Design stack_machine_p, sky130hd; sources not shown.
### Cell sizes after repair

Scale bar: 50 um.
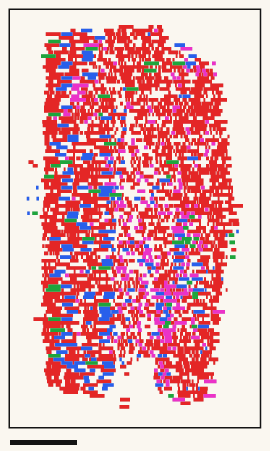
_0 and _1 cells: marked red, cells 2004, share 79%. _3 and _4 cells: marked magenta, cells 285, share 11%. _6 and larger: marked green, cells 48, share 1.9%. _2 cells: marked blue, cells 189, share 7.5%.
Area Overhead vs Synth: 17.5%
nonclk buf count: 301
post-route setup slack: -721 ps
summed area of non-filler cells in the final layout: 0.0255 mm2

### The metal 4 layer

Supply wires on this layer in grey. Cells faint in the background.
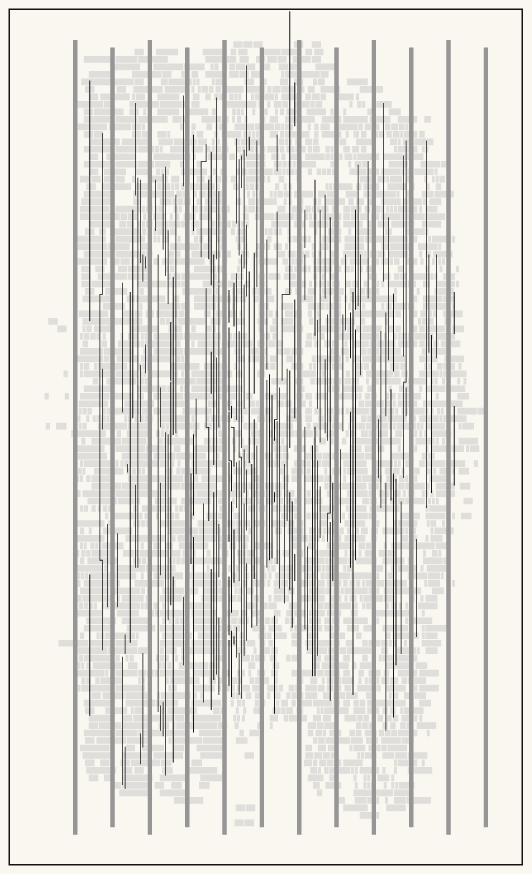
128 nets have wire on it. The longest straight run is 166 um.
via count of the routed design: 18900
Post-Route WL: 75700 um

### Met3 routing

Scale bar: 50 um.
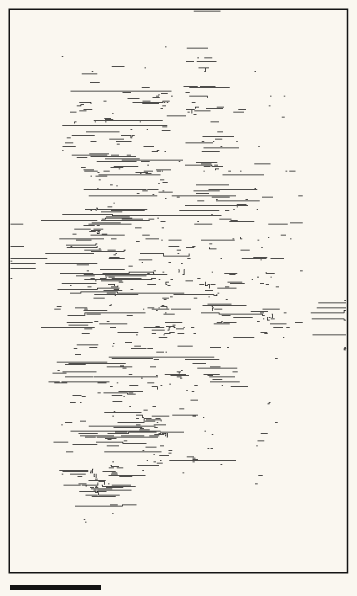
The longest straight run is 60.0 um. The layer carries 4540 um of wire. The layer holds 6.0% of the routed length.
M3 GR Usage: 3.33%

### Routed metal, one colour a layer

Scale bar: 50 um.
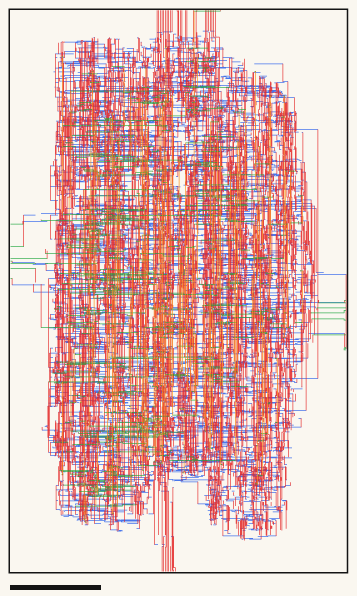
metal 4: marked orange, wire length 7810 um. metal 3: marked green, wire length 4540 um. metal 2: marked red, wire length 39.9 mm. metal 1: marked blue, wire length 23.4 mm.
WL per Instance: 24.2 um
GRT Total Usage: 26.2%

### Placed standard cells

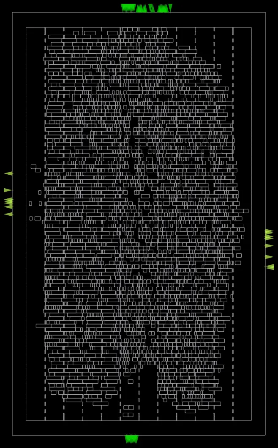
final standard cell utilization of the core: 53.4%
seq_cells: 230

==> out/qor.yml <==
grt_start_max_net_pins: 66
power_report.internal_total_mw: 2.17
cts-buffers-inserted: 21
tool_warnings: 37
outcome: "finished, violations left"
antenna_found_initial: 1
maxcap_violations: 0
setup_ws_ps: -721
detail_route.drc_violations: 0
setup.worst_path.end_class: "output port"
power.switching_fraction_pct: 32.0
setup_viol_count_final: 9
failed_checks: "negative setup slack"
largest_register_ffs: 160
count_of_clock_tree_sinks: 230
grt_setup_unrepaired: "true"
met3_layer_wire_length_in_the_routed_design_um: 4540
ys_ff: 230
power.clock.fraction_pct: 33.0
p_switching_mw: 1.03
layout.nets: 2783
floorplan.nets: 2621
grt.met2_usage_pct: 48.2
## metrics by stage
stage               total power [mW]  utilization, %  cells  cell area, um2  hold WS [ps]
finish                          3.20            53.4   3121           25500           477
CTS                             3.18            52.8   3110           25200           477
global placement                2.12            50.6   3061           24200           460
global route                    3.30            53.4   3120           25500           507
floorplan                       1.86               -   2350           21700           447
detailed placement              2.14            50.6   3061           24200           468
## cells in the mapped netlist, drive strengths merged (4+ instances only)
cell type | n | share of area, %
nand2b | 8 | 0.23
or3 | 10 | 0.29
mux2 | 12 | 0.62
a22oi | 5 | 0.17
o32ai | 4 | 0.16
mux4 | 80 | 8.3
nor3b | 6 | 0.21
o31ai | 6 | 0.23
nor2b | 9 | 0.26
a211o | 5 | 0.20
inv | 221 | 3.8
xor2 | 26 | 1.1
mux2i | 70 | 3.2
and3 | 26 | 0.75
o22ai | 11 | 0.32
buf | 38 | 0.87
clkbuf | 124 | 2.1
o21a | 13 | 0.45
nand4 | 4 | 0.12
nor4 | 9 | 0.26
dfxtp | 70 | 6.5
a21o | 14 | 0.48
ha | 118 | 6.8
or2 | 5 | 0.14
and2 | 146 | 4.2
nor2 | 208 | 3.6
o21ai | 81 | 1.9
xnor2 | 69 | 2.9
a21oi | 239 | 5.6
a211oi | 9 | 0.36
a31oi | 10 | 0.29
fa | 138 | 13
edfxtp | 160 | 22
nand2 | 295 | 5.1
nor3 | 21 | 0.61
nand3 | 29 | 0.67
o211ai | 4 | 0.14
## layout by cell type, fill, tap and decap left out, types with 11 or more instances in the layout
cell / Yosys / layout
sky130_fd_sc_hd__a21oi_1: 235 / 220
sky130_fd_sc_hd__xnor2_1: 67 / 62
sky130_fd_sc_hd__a21o_1: 14 / 14
sky130_fd_sc_hd__o22ai_1: 11 / 11
sky130_fd_sc_hd__nand2_1: 293 / 292
sky130_fd_sc_hd__mux2i_1: 70 / 70
sky130_fd_sc_hd__dfxtp_1: 70 / 52
sky130_fd_sc_hd__fa_1: 138 / 133
sky130_fd_sc_hd__inv_2: 0 / 11
sky130_fd_sc_hd__o21a_1: 13 / 12
sky130_fd_sc_hd__xor2_1: 26 / 22
sky130_fd_sc_hd__nor2_1: 208 / 206
sky130_fd_sc_hd__buf_4: 5 / 237
sky130_fd_sc_hd__inv_1: 221 / 210
sky130_fd_sc_hd__clkdlybuf4s50_1: 0 / 34
sky130_fd_sc_hd__a21oi_2: 3 / 16
sky130_fd_sc_hd__mux2_2: 12 / 11
sky130_fd_sc_hd__buf_6: 0 / 17
sky130_fd_sc_hd__clkbuf_16: 0 / 21
sky130_fd_sc_hd__nor3_1: 18 / 17
sky130_fd_sc_hd__edfxtp_1: 160 / 160
sky130_fd_sc_hd__and2_1: 145 / 135
sky130_fd_sc_hd__and3_1: 26 / 25
sky130_fd_sc_hd__dfxtp_2: 0 / 13
sky130_fd_sc_hd__o21ai_0: 77 / 63
sky130_fd_sc_hd__ha_1: 118 / 110
sky130_fd_sc_hd__nand3_1: 29 / 28
sky130_fd_sc_hd__mux4_2: 80 / 80
## what timing repair did
item                                    4_1_cts  5_1_grt
pin swaps                                    52       42
setup buffers                                13       10
hold endpoints to repair                      0        0
resized                                     127       49
endpoints found under the setup margin       14       15
Power and IR drop assume default switching activity.
